==> run_1/logic_types.png <==
Bar = 20 um.
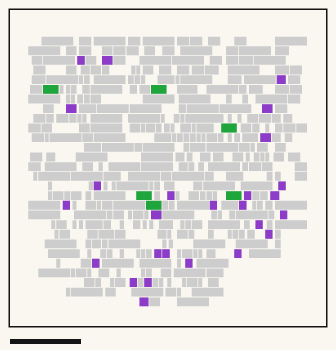
==> run_1/detail.png <==
Bar = 5 um. Region (34, 52) to (54, 72) um. Cells in grey, sequential cells in the stronger grey; small squares are vias.
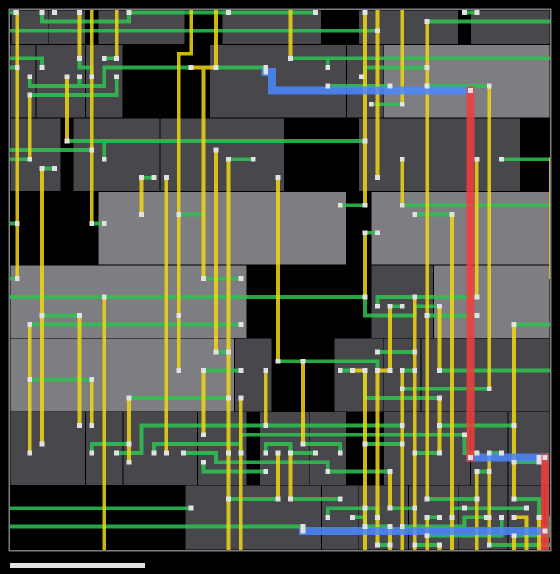
==> run_1/flops_by_reg.png <==
Bar = 20 um. Other sequential cells in the stronger grey, the rest of the logic in the fainter grey.
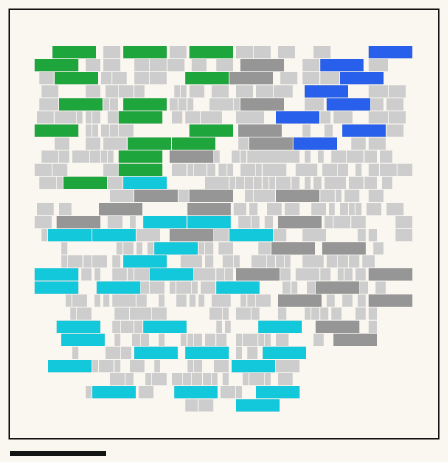
==> run_1/wires.png <==
Bar = 20 um.
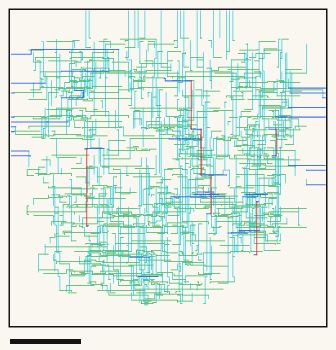
===== src/rtl/dark_acq_pkg.sv =====
// Shared state encoding, default timing constants and the registered control-output payload
// for the dark-count acquisition sequencer.
package dark_acq_pkg;

  localparam int unsigned STATE_W = 3;

  localparam logic [2:0] S_IDLE   = 3'd0;
  localparam logic [2:0] S_CLEAR  = 3'd1;
  localparam logic [2:0] S_GATE   = 3'd2;
  localparam logic [2:0] S_SETTLE = 3'd3;
  localparam logic [2:0] S_LATCH  = 3'd4;

  localparam int unsigned TICK_DIV_DEF   = 50_000_000;
  localparam int unsigned SETTLE_CYC_DEF = 4;

  typedef struct packed {
    logic cnt_en;
    logic cnt_clr;
    logic cnt_latch;
    logic busy;
    logic done;
    logic aborted;
  } ctl_out_t;

endpackage


===== src/rtl/dark_acq_sequencer_if.sv =====
// Control/status bundle between the start/abort front panel and the acquisition sequencer.
interface dark_acq_sequencer_if #(
  parameter int unsigned GATE_W = 8,
  parameter int unsigned RUN_W  = 16
);
  logic              start;
  logic              abort;
  logic              cont;
  logic [GATE_W-1:0] gate_len;
  logic              cnt_en;
  logic              cnt_clr;
  logic              cnt_latch;
  logic              busy;
  logic              done;
  logic              aborted;
  logic [RUN_W-1:0]  run_cnt;

  modport master (
    output start, abort, cont, gate_len,
    input  cnt_en, cnt_clr, cnt_latch, busy, done, aborted, run_cnt
  );

  modport slave (
    input  start, abort, cont, gate_len,
    output cnt_en, cnt_clr, cnt_latch, busy, done, aborted, run_cnt
  );
endinterface


===== src/rtl/acq_tick_gen.sv =====
// Gate-tick prescaler: registered 1-cycle tick every TICK_DIV clocks, phase-aligned so the
// first tick lands TICK_DIV cycles after a synchronous restart (TICK_DIV >= 2).
module acq_tick_gen #(
  parameter int unsigned TICK_DIV = 50_000_000
) (
  input  logic clk,
  input  logic rst,
  input  logic restart_i,
  output logic tick_o
);
  localparam int unsigned CNT_W = (TICK_DIV > 2) ? $clog2(TICK_DIV) : 1;

  logic [CNT_W-1:0] cnt_q, cnt_d;
  logic             tick_d;

  always_comb begin
    cnt_d  = cnt_q + CNT_W'(1);
    tick_d = 1'b0;
    if (restart_i) begin
      cnt_d = '0;
    end else begin
      // Registered tick, so decode one count early.
      tick_d = (cnt_q == CNT_W'(TICK_DIV - 2));
      if (cnt_q == CNT_W'(TICK_DIV - 1)) cnt_d = '0;
    end
  end

  always_ff @(posedge clk or posedge rst) begin
    if (rst) begin
      cnt_q  <= '0;
      tick_o <= 1'b0;
    end else begin
      cnt_q  <= cnt_d;
      tick_o <= tick_d;
    end
  end
endmodule


===== src/rtl/dark_acq_sequencer.sv =====
// Clear / gate / settle / latch sequencer for the MPPC BCD dark counter.
// Optional build macro DAS_CONT_MODE_EN: re-arm directly from LATCH while cont is high.
module dark_acq_sequencer
  import dark_acq_pkg::*;
#(
  parameter int unsigned TICK_DIV   = TICK_DIV_DEF,
  parameter int unsigned GATE_W     = 8,
  parameter int unsigned SETTLE_CYC = SETTLE_CYC_DEF,
  parameter int unsigned RUN_W      = 16
) (
  input  logic                  clk,
  input  logic                  rst,
  dark_acq_sequencer_if.slave   das
);
  localparam int unsigned SET_W = (SETTLE_CYC > 2) ? $clog2(SETTLE_CYC) : 1;

  logic [STATE_W-1:0] state_q, state_d;
  logic [GATE_W-1:0]  gate_len_q, gate_len_d;
  logic [GATE_W-1:0]  gate_cnt_q, gate_cnt_d;
  logic [SET_W-1:0]   settle_q, settle_d;
  logic [RUN_W-1:0]   run_cnt_q, run_cnt_d;
  ctl_out_t           out_q, out_d;
  logic               sync1_q, sync2_q, sync3_q, start_pulse_q;
  logic               restart_c, tick;

  // Start button: 2-FF synchronizer plus registered rising-edge detect.
  always_ff @(posedge clk or posedge rst) begin
    if (rst) begin
      sync1_q       <= 1'b0;
      sync2_q       <= 1'b0;
      sync3_q       <= 1'b0;
      start_pulse_q <= 1'b0;
    end else begin
      sync1_q       <= das.start;
      sync2_q       <= sync1_q;
      sync3_q       <= sync2_q;
      start_pulse_q <= sync2_q & ~sync3_q;
    end
  end

  acq_tick_gen #(.TICK_DIV(TICK_DIV)) u_tick (
    .clk       (clk),
    .rst       (rst),
    .restart_i (restart_c),
    .tick_o    (tick)
  );

  always_comb begin
    state_d    = state_q;
    gate_len_d = gate_len_q;
    gate_cnt_d = gate_cnt_q;
    settle_d   = settle_q;
    run_cnt_d  = run_cnt_q;
    restart_c  = 1'b0;
    out_d      = '0;

    case (state_q)
      S_IDLE:   if (start_pulse_q && !das.abort) state_d = S_CLEAR;
      S_CLEAR: begin
        restart_c  = 1'b1;
        gate_cnt_d = '0;
        state_d    = S_GATE;
      end
      S_GATE: begin
        if (tick) begin
          if (gate_cnt_q == GATE_W'(gate_len_q - GATE_W'(1))) state_d = S_SETTLE;
          else gate_cnt_d = gate_cnt_q + GATE_W'(1);
        end
      end
      S_SETTLE: begin
        if (settle_q == SET_W'(SETTLE_CYC - 1)) state_d = S_LATCH;
        else settle_d = settle_q + SET_W'(1);
      end
      S_LATCH: begin
`ifdef DAS_CONT_MODE_EN
        state_d = das.cont ? S_CLEAR : S_IDLE;
`else
        state_d = S_IDLE;
`endif
      end
      default:  state_d = S_IDLE;
    endcase

    // Abort overrides every transition out of a busy state.
    if (das.abort && (state_q != S_IDLE)) begin
      state_d       = S_IDLE;
      out_d.aborted = 1'b1;
    end

    if (state_d != S_SETTLE) settle_d = '0;
    if ((state_d == S_CLEAR) && (state_q != S_CLEAR))
      gate_len_d = (das.gate_len == '0) ? GATE_W'(1) : das.gate_len;
    if (state_d == S_LATCH) run_cnt_d = run_cnt_q + RUN_W'(1);

    out_d.cnt_clr   = (state_d == S_CLEAR);
    out_d.cnt_en    = (state_d == S_GATE);
    out_d.cnt_latch = (state_d == S_LATCH);
    out_d.done      = (state_d == S_LATCH);
    out_d.busy      = (state_d != S_IDLE);
  end

  always_ff @(posedge clk or posedge rst) begin
    if (rst) begin
      state_q    <= S_IDLE;
      gate_len_q <= '0;
      gate_cnt_q <= '0;
      settle_q   <= '0;
      run_cnt_q  <= '0;
      out_q      <= '0;
    end else begin
      state_q    <= state_d;
      gate_len_q <= gate_len_d;
      gate_cnt_q <= gate_cnt_d;
      settle_q   <= settle_d;
      run_cnt_q  <= run_cnt_d;
      out_q      <= out_d;
    end
  end

`ifndef DAS_CONT_MODE_EN
  logic unused_cont;
  assign unused_cont = das.cont;
`endif

  assign das.cnt_en    = out_q.cnt_en;
  assign das.cnt_clr   = out_q.cnt_clr;
  assign das.cnt_latch = out_q.cnt_latch;
  assign das.busy      = out_q.busy;
  assign das.done      = out_q.done;
  assign das.aborted   = out_q.aborted;
  assign das.run_cnt   = run_cnt_q;
endmodule


===== src/flat_wrapper.sv =====
// flat-port wrapper written by rule: the top's interface ports become plain ports
module dark_acq_sequencer_flat import dark_acq_pkg::*;
#(
  parameter int unsigned TICK_DIV   = TICK_DIV_DEF,
  parameter int unsigned GATE_W     = 8,
  parameter int unsigned SETTLE_CYC = SETTLE_CYC_DEF,
  parameter int unsigned RUN_W      = 16
)
  (clk, rst, das_start, das_abort, das_cont, das_gate_len, das_cnt_en, das_cnt_clr, das_cnt_latch, das_busy, das_done, das_aborted, das_run_cnt);
  dark_acq_sequencer_if #(.GATE_W(GATE_W), .RUN_W(RUN_W)) das_i ();
  input  logic clk;
  input  logic rst;
  input wire logic [$bits(das_i.start)-1:0] das_start;
  input wire logic [$bits(das_i.abort)-1:0] das_abort;
  input wire logic [$bits(das_i.cont)-1:0] das_cont;
  input wire logic [$bits(das_i.gate_len)-1:0] das_gate_len;
  output wire logic [$bits(das_i.cnt_en)-1:0] das_cnt_en;
  output wire logic [$bits(das_i.cnt_clr)-1:0] das_cnt_clr;
  output wire logic [$bits(das_i.cnt_latch)-1:0] das_cnt_latch;
  output wire logic [$bits(das_i.busy)-1:0] das_busy;
  output wire logic [$bits(das_i.done)-1:0] das_done;
  output wire logic [$bits(das_i.aborted)-1:0] das_aborted;
  output wire logic [$bits(das_i.run_cnt)-1:0] das_run_cnt;
  assign das_i.start = das_start;
  assign das_i.abort = das_abort;
  assign das_i.cont = das_cont;
  assign das_i.gate_len = das_gate_len;
  assign das_cnt_en = das_i.cnt_en;
  assign das_cnt_clr = das_i.cnt_clr;
  assign das_cnt_latch = das_i.cnt_latch;
  assign das_busy = das_i.busy;
  assign das_done = das_i.done;
  assign das_aborted = das_i.aborted;
  assign das_run_cnt = das_i.run_cnt;
  dark_acq_sequencer #(.TICK_DIV(TICK_DIV), .GATE_W(GATE_W), .SETTLE_CYC(SETTLE_CYC), .RUN_W(RUN_W)) u_core (.clk(clk), .rst(rst), .das(das_i));
endmodule

===== config.mk =====
export PLATFORM = sky130hd
export DESIGN_NAME = dark_acq_sequencer_flat
export DESIGN_NICKNAME = d
export VERILOG_FILES = /design/src/rtl/dark_acq_pkg.sv /design/src/rtl/dark_acq_sequencer_if.sv /design/src/rtl/acq_tick_gen.sv /design/src/rtl/dark_acq_sequencer.sv /design/src/flat_wrapper.sv
export SDC_FILE = /design/constraint.sdc
export NUM_CORES = 1
export LEC_CHECK = 0
export CAP_MARGIN = 10
export CORE_MARGIN = 5
export CORE_UTILIZATION = 57
export CTS_CLUSTER_SIZE = 25
export DETAILED_ROUTE_END_ITERATION = 8
export PLACE_DENSITY = 0.8
export SYNTH_ARGS = -nofsm -noshare
export SYNTH_HDL_FRONTEND = slang
export SYNTH_SLANG_ARGS = --single-unit

===== constraint.sdc =====
create_clock -name clk -period 3.3 [get_ports clk]
set_input_delay 0.66 -clock clk [delete_from_list [all_inputs] [get_ports clk]]
set_output_delay 0.66 -clock clk [all_outputs]
set_load 0.01 [all_outputs]

==> design notes, run 1 <==
The die covers 7918 um^2. After synthesis, the largest area contributor takes up 51.37% of total cell area. Total number of placement rows: 28.

Yosys instantiated no cell more often than sky130_fd_sc_hd__dfrtp_1. The tools report the final weighted congestion in routability-driven placement as 0.7574. The logs give 35 for the I/O pin count and 1827 um^2 for the total area of sequential cells. Counting instances in the post-synthesis netlist gives the leading cell types as sky130_fd_sc_hd__dfrtp_1, sky130_fd_sc_hd__nor2_1, sky130_fd_sc_hd__xor2_1.

Class of the most critical hold timing path: flip-flop to flip-flop. The commonest register cell is sky130_fd_sc_hd__dfrtp_1. Of all cell types, the one taking the most synthesized area is sky130_fd_sc_hd__dfrtp_1. The synthesis report lists the most area-consuming cells as sky130_fd_sc_hd__dfrtp_1, sky130_fd_sc_hd__xor2_1, sky130_fd_sc_hd__nor2_1, sky130_fd_sc_hd__xnor2_1, sky130_fd_sc_hd__nand3_1. The first global-routing pass estimated 11200 um of wire. Number of buffer cells added on primary ports: 33. The run gives 9.162% for the share of layout cells above drive strength 1.

Per the summary, power density relative to cell area is 472.3 nW/um^2. The layout-stage area growth over the synthesis result is 15.66%. Total inserted antenna cells: 0. For the final HPWL from detailed placement, the log shows 4423 um. The clock network is responsible for 35.1% of the overall power. The count of pins over their slew limit was 0; the final global-route overflow total was 0. The run finished with clean final reports. The report lists the number of cells resized after CTS as 0. The script extracted a net switching power of 0.5069 mW.

The run gives 0.01128 ns as the worst clock skew. Timing would allow up to 430.3 MHz. The count of max-cap constraint violations came out at 0. The area of the mapped netlist is 3556 um^2. On the critical path, the stage with the largest delay is an instance of sky130_fd_sc_hd__and4_1.

The run gives 4113 um^2 for the area of all placed cells without fillers. Across all setup checks in the final design, the least slack found is 0.9760 ns. Synthesis inferred 73 register bits. The synthesized netlist was found by Yosys to have 342 cells. Per the breakdown, switching nets consume 26.10% of all power. In this run the deepest clock path goes through 2 buffers. The share of the Yosys chip area taken by registers is 51.37%. The flow reports that combinational logic draws 11.7% of the design power.

Including well taps, the total number of placed cells is 442. The met2 capacity usage during global routing came out at 28.34%. Using the TritonRoute via totals, the vias-per-cell ratio works out to 5.597. For this run, design rule violations remaining after detail routing come to 0. The number of nets still failing antenna checks after routing is 0. The tools report the number of global-route vias before repair as 2507.

The skew report gives the latency at the later pin of the worst-skew pair as 0.34 ns. Per the synth stats, the proportion of register bits with asynchronous set or reset is 100.0%. Setup repair after global routing left no endpoint under its margin.

The worst-case max-slew headroom was logged as 40.09%. The logic area was 1618 um^2; the setup TNS was 0 ns. STA classifies the critical path startpoint as a flip-flop. Per the GRT log, the top usage layer is met2.

The fill cell instance count of the final layout was 434; the post-route fraction of the period consumed by the critical path was 70.42%. Post-synthesis chip area from yosys: 3556 um^2. For this run, the detailed router's first-pass iteration total came to 4. Gate family responsible for the most delay along the worst path: simple AND/OR/NAND/NOR gates. Per the log, the first TritonRoute iteration ended with a DRC count of 139. TritonCTS built the clock tree. The report lists the cells along the critical path as inv_1, ha_1, xor2_1, nand3_1, a211oi_2, and4_1, a21oi_1, nor2_1. When the netlist entered floorplanning its net count stood at 361.

The logs give 24.44% for the met1 track demand over resource and 1.851 nW for the leakage dissipation. The transition time recorded at the tightest slew-check pin is 0.8986 ns. The number of hold buffers added after CTS is 0. The critical path is of the flip-flop to flip-flop type.

From bottom edge to top edge, the die measures 88.99 um. The level count of the clock H-tree came out at 3.
-- logic_types.png (at the start) --
legend:
  purple:
    family: AND and OR gates
    cells: 26
  green:
    family: adder and majority cells
    cells: 6
combinational fraction of the cell area: 39.34%
most numerous logic cell after layout: sky130_fd_sc_hd__dfrtp_1
Final Non-Filler Cells: 457

-- detail.png (at the start) --
legend:
  green:
    layer: metal 1
  red:
    layer: metal 4
  blue:
    layer: metal 3
  yellow:
    layer: metal 2
netlist names of flops here include: `u_core.das.run_cnt` (2)
most frequent: nor2_1 (5), dfrtp_1 (5), nand3_1 (4)
cells with their middle in the window: 32
sequential cells in the window: 5

-- flops_by_reg.png (at the start) --
legend:
  green:
    signal: `u_core.das.run_cnt`
    sequential_cells: 16
  blue:
    signal: `u_core.gate_len_q`
    sequential_cells: 8
    where: upper right
  cyan:
    signal: `u_core.u_tick.cnt_q`
    sequential_cells: 26
Core Util, Final: 68.65%
sequential portion of the cell area: 44.42%
seq pwr: 1.03 mW

-- wires.png (at the start) --
legend:
  red:
    layer: metal 4
    wire_length: 81.6 um
  cyan:
    layer: metal 2
    wire_length: 3130 um
  green:
    layer: metal 1
    wire_length: 3000 um
  blue:
    layer: metal 3
    wire_length: 256 um
wire per inst: 14.16 um
total length of routed wires: 6473 um
via count: 2558
gr usage total: 18.02%

## run 1: power by group through the flow
stage / sequential [mW] / combinational, mW / clock (mW)
after CTS: 1.03 / 0.230 / 0.700
after global routing: 1.04 / 0.258 / 0.742
after global placement: 1.04 / 0.218 / 0
after detailed placement: 1.05 / 0.226 / 0
after floorplan: 1.02 / 0.185 / 0
final: 1.03 / 0.228 / 0.683
## run 1: cells by family (layout without fill, tap and decap cells)
kind of cell,count (synthesis),after routing,share of synthesized area (%)
flops,73,73,51.37
buf+inv,18,58,3.131
fa+ha+maj,6,6,2.111
xor+xnor,48,48,11.82
simple gates,156,156,23.19
mux,9,9,2.815
compound gates,32,32,5.559
## run 1: area by class of cell
class / count / area share [%]
repair buffers: 36 / 8.579
inverters: 7 / 0.6389
flip-flops and latches: 73 / 44.42
multi-input cells: 251 / 39.34
clock buffers: 11 / 3.438
clock inverters: 4 / 1.308
well taps: 75 / 2.282
## run 1: path summary, 6_finish.rpt
check	start	endpoint	slack [ns]	cells past startpoint
worst max-delay path	u_core.gate_len_q[0]	u_core.settle_q[0]	0.98	8
worst min-delay path	u_core.sync1_q	u_core.sync2_q	0.35	0
worst max register to register	u_core.gate_len_q[0]	u_core.settle_q[0]	0.98	8
worst min register to register	u_core.sync1_q	u_core.sync2_q	0.35	0
max in group asynchronous	rst	u_core.gate_len_q[1]	1.79	3
min in group asynchronous	rst	u_core.das.run_cnt[15]	0.92	3
## run 1: routing by layer
layer	routed length, um	vias up
met1	3002	1236
met3	256	13
met5	0	-
met2	3133	56
met4	81	0
li1	-	1253
## run 1: flip-flops by register name, indices dropped and copies added (netlist names), 2 cells and up
name / count
u_core.state_q: 3
u_core.das.run_cnt: 16
u_core.gate_len_q: 8
u_core.u_tick.cnt_q: 26
u_core.gate_cnt_q: 8
u_core.settle_q: 2
==> run 2: changes to the inputs <==
--- a/config.mk
+++ b/config.mk
@@ -7,10 +7,10 @@
 export LEC_CHECK = 0
 export CAP_MARGIN = 10
 export CORE_MARGIN = 5
-export CORE_UTILIZATION = 57
+export CORE_UTILIZATION = 51
 export CTS_CLUSTER_SIZE = 25
 export DETAILED_ROUTE_END_ITERATION = 8
-export PLACE_DENSITY = 0.8
+export PLACE_DENSITY = 0.75
 export SYNTH_ARGS = -nofsm -noshare
 export SYNTH_HDL_FRONTEND = slang
 export SYNTH_SLANG_ARGS = --single-unit
==> constraint.sdc (replaced) <==
create_clock -name clk -period 2 [get_ports clk]
set_input_delay 0.4 -clock clk [delete_from_list [all_inputs] [get_ports clk]]
set_output_delay 0.4 -clock clk [all_outputs]
set_load 0.01 [all_outputs]
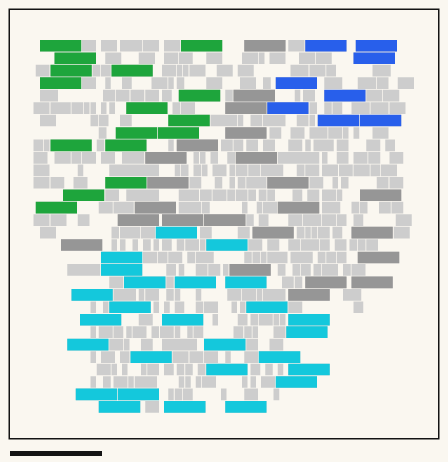
(run_2/flops_by_reg.png)
Bar = 20 um. Other sequential cells in the stronger grey, the rest of the logic in the fainter grey.
legend:
  blue:
    signal: `u_core.gate_len_q`
    sequential_cells: 8
    where: upper right
  green:
    signal: `u_core.das.run_cnt`
    sequential_cells: 16
  cyan:
    signal: `u_core.u_tick.cnt_q`
    sequential_cells: 26
not coloured: 23
seq pwr: 1.69 mW
sequential portion of the cell area: 41.56%

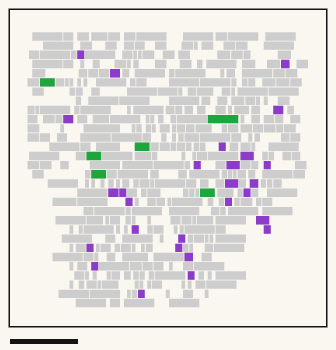
(run_2/logic_types.png)
Bar = 20 um.
Final Non-Filler Cells: 502
combinational fraction of the cell area: 38.23%

==> design notes, run 2 <==
The register name with the most flops is u_core.u_tick.cnt_q. In the final report, the number of hold violations comes to 0. The number of global-route vias before repair is 2713. The die covers 8742 um^2. The well tap count was 96. The relative slew slack came out at 66.89%. The run gives 0 for the number of nets still failing antenna checks after routing. With the number of hold buffers added after CTS at 0, the placed instance count is 484.

The layout-stage area growth over the synthesis result was 23.61%. Combinational power: 0.466 mW. With the reported clock group power at 1.14 mW, the length of routed met3 wiring is 204 um. Number of flops mapped to enable cells by yosys: 0. The net switching fraction of the power is 27.52%.

For reference, the critical path is launched at u_core.gate_len_q[2]. After detailed routing, the number of remaining DRC violations is 0. With the final global-route overflow total at 0, the sequential cell fraction of total power is 51.4%. The critical path data arrival time was 2.18 ns; the final weighted congestion in routability-driven placement was 0.8148. The worst setup path is captured at a flip-flop.

Dominant cell by count in the synthesized netlist: sky130_fd_sc_hd__dfrtp_1. The worst clock skew is 0.01434 ns. Looking at the max-slew report, the worst-margin pin has a slew of 0.4957 ns. Cells fill 64.70% of the core in the end. TritonCTS built the clock tree. The detail-routed via count per cell works out to 5.369.

Per the summary, power density relative to cell area is 749.9 nW/um^2. 252 cells are multi-input combinational gates. The register with the most flip-flops in the layout has 26 of them.

The biggest area consumer among synthesized cells was sky130_fd_sc_hd__dfrtp_1. Number of nets at floorplan: 361. The startpoint of the worst hold path was u_core.sync1_q. The script extracted a total leakage power of 1.994 nW. Setup repair after global routing could not meet its margin everywhere. Counting pins that exceed their max-slew limit in the final report gives 0.

The layout has 9 clock buffers. The final layout report lists a filler cell count of 531. The signal on the critical path passes through buf_4, xor2_1, nor2_1, a211o_1, and4_4, or3_1, a21oi_1. The detailed router put a total of 3131 um of wire on met1.

The total length of routed met2 wires was 3625 um; the number of standard cells reported by yosys was 342. The initial utilization of the core area, before any placement, comes to 52.34%. After synthesis, the most frequently instantiated cells are sky130_fd_sc_hd__dfrtp_1, sky130_fd_sc_hd__nor2_1, sky130_fd_sc_hd__xor2_1. The multi-input combinational cells in the finished layout cover a total of 1680 um^2. The area fraction of clock buffers and clock inverters works out to 4.441%.

Summing every instance area after synthesis gives 3556 um^2. The run finished with clean final reports. Per STA, the highest per-stage delay on the worst path measures 0.51 ns. Class of the most critical hold timing path: flip-flop to flip-flop. Entering global routing, the biggest net connects 23 pins. Ranked by total cell area, the synthesized netlist is headed by sky130_fd_sc_hd__dfrtp_1, sky130_fd_sc_hd__xor2_1, sky130_fd_sc_hd__nor2_1, sky130_fd_sc_hd__xnor2_1, sky130_fd_sc_hd__nand3_1.

The number of buffer cells added on primary ports came out at 33. The net count of the finished layout is 420. The run gives 7 for the count of inverters other than clock inverters in the layout. Hold-critical path endpoint: u_core.sync2_q. The run gives 1 for the buffer and inverter count on the worst path.

Counting only logic cells after layout, the most numerous master is sky130_fd_sc_hd__dfrtp_1. CTS saw 73 sinks. The total area of sequential cells came out at 1827 um^2. The run gives 51.37% for the sequential cell area fraction in the yosys report. Slowest stage cell on the critical path: sky130_fd_sc_hd__dfrtp_1. Summed over all routing layers, the global router reports a total usage of 17.83%.

The area of all placed cells without fillers came out at 4395 um^2. Across all layers, the routed design uses 2695 vias. The post-synthesis chip area from yosys is 3556 um^2, and the worst reg-to-reg setup slack is 0.09 ns. In the final layout, the share of cells above drive strength 1 is 17.24%. Top routing layer in use: met4. The number of cells on the worst hold path came out at 0. With the I/O pin count at 35, the proportion of netlist area held by the largest area contributor is 51.37%. Startpoint-to-endpoint class of the critical path: flip-flop to flip-flop. Clock-pin slew was measured on the worst setup and hold paths at 0.08 ns.

Yosys printed 0 warnings. The tools report the total inserted antenna cells as 0. The root buffer cell chosen for the clock tree is sky130_fd_sc_hd__clkbuf_8. Post-route fraction of the period consumed by the critical path: 95.27%. Internal power comes to 2.389 mW.

The area of placed instances came out at 4130 um^2. At the worst endpoint, the required time is 2.27 ns. Clock tree synthesis inserted a total of 9 buffers. Proportion of synthesized flip-flops having asynchronous set or reset: 100.0%. The biggest power consumer among the groups is sequential cells. The analysis attributes to net switching a power of 0.9069 mW.

The cell class ranked first by area is registers. Averaged over all synthesized cells, the footprint is 10.40 um^2. The layout has 58 buffers outside the clock class.

The run gives 342 for the number of cells produced by synthesis. The sort of element at the start of the critical path is a flip-flop. After floorplanning, the core was sized to cover 6794 um^2. The final HPWL from detailed placement came out at 5013 um. The H-tree was split into 3 levels.

According to the floorplan log, the row count is 30. Of all nets on the critical path, the largest fanout is 8. The startpoint identified for the worst register-to-register timing path is u_core.gate_len_q[2].

The post-detailed-route wirelength per cell is 14.14 um. The clock latency on the worst-skew pair was 0.35 ns. Per the synth log, the flip-flop and latch total comes to 73.

The worst register-to-register path ends at u_core.gate_cnt_q[5]. In the final report, the number of endpoints failing setup comes to 0. Measured on the final layout, buffering overhead outside the clock network stands at 12.35%. The flow reports that the clock network draws 34.5% of the design power. The largest vdd supply drop was 0.3774 mV. The cell count of the worst reg-to-reg path is 7, and the number of flip-flops and latches is 73. The gate family responsible for the most delay along the worst path is simple AND/OR/NAND/NOR gates. The run gives 12240 um as the first-pass GRT wire length. Dominant register cell in the synthesized netlist: sky130_fd_sc_hd__dfrtp_1. The highest attainable clock frequency is 524.8 MHz, and the wire length reported by the detailed router is 7096 um.

Per the synthesis report, the number of distinct cell types is 46. The run reported a max-capacitance violation count of 0. With the number of antenna violations at the first check in global routing at 0, the iteration-0 DRC count of the detailed router is 99. The first detailed-routing pass ran for 4 iterations. The run gives 29 for the number of logged tool warnings. Die span in y: 93.50 um. The die outline width is 93.50 um, and the shortest period the worst path allows is 1.905 ns. Maximum buffer depth of the clock tree: 2. The tools report the combinational group share of total power as 14.1%.
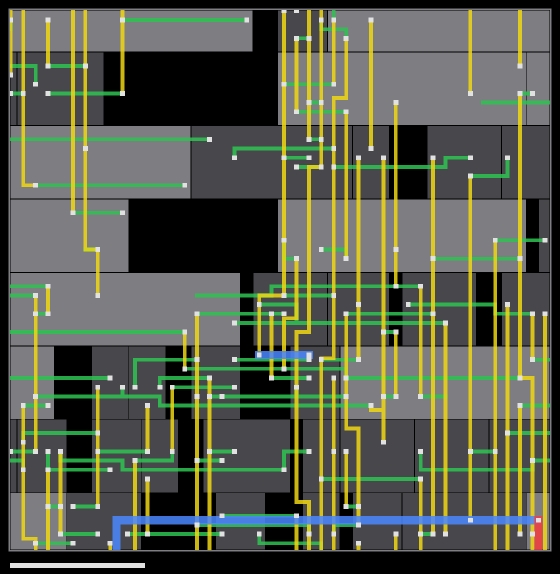
(run_2/detail.png)
Bar = 5 um. Region (37, 55) to (57, 75) um. Cells in grey, sequential cells in the stronger grey; small squares are vias.

-- run 2: timing repair --
item | in CTS | in global routing
buffers inserted | 0 | 1
endpoints found under the setup margin | 12 | 14
pin swaps | 0 | 5
gates cloned | 0 | 1
resized | 4 | 10
-- run 2: worst reg2reg max path: cells and delay by family (launching register included) --
kind	cells	cell delay (ns)
flip-flops	1	0.51
XOR/XNOR	1	0.13
buffers and inverters	1	0.17
AND/OR/NAND/NOR	3	0.59
AND-OR/OR-AND	2	0.43
-- run 2: cell families (layout without fill, tap and decap cells) --
group	count (synthesis)	count (layout)	share of synthesized area, %
compound gates	32	32	5.559
xor+xnor	48	48	11.82
flops	73	73	51.37
buf+inv	18	81	3.131
fa+ha+maj	6	6	2.111
mux	9	9	2.815
simple gates	156	157	23.19
-- run 2: worst max-delay path by stage --
| stage | to | slack, ns | cells past startpoint |
|---|---|---|---|
| after CTS | u_core.u_tick.cnt_q[23] | 0.02 | 6 |
| after floorplan | u_core.gate_cnt_q[3] | 0.009 | 9 |
| after global routing | u_core.gate_cnt_q[2] | -0.03 | 7 |
| final | u_core.gate_cnt_q[5] | 0.09 | 7 |
| after detailed placement | u_core.gate_cnt_q[3] | -0.16 | 8 |
| after global placement | u_core.gate_cnt_q[3] | -0.08 | 8 |
-- run 2: per-stage QoR --
step	hold WS (ns)	worst slack, ns	TNS (ns)	total power [mW]
after global placement	0.3338	-0.08344	-0.5353	2.130
after detailed placement	0.3477	-0.1621	-1.188	2.158
after floorplan	0.3312	0.009304	0	1.997
after global routing	0.3787	-0.02711	-0.03463	3.468
final	0.3587	0.09451	0	3.296
after CTS	0.3588	0.02456	0	3.308
-- run 2: routing by layer --
layer	track usage, %	up-vias
li1	-	1315
met1	21.85	1331
met2	30.43	40
met3	2.494	9
met4	9.280	0
met5	0	-
No activity file was given, so power comes from the tool's default toggle rates.
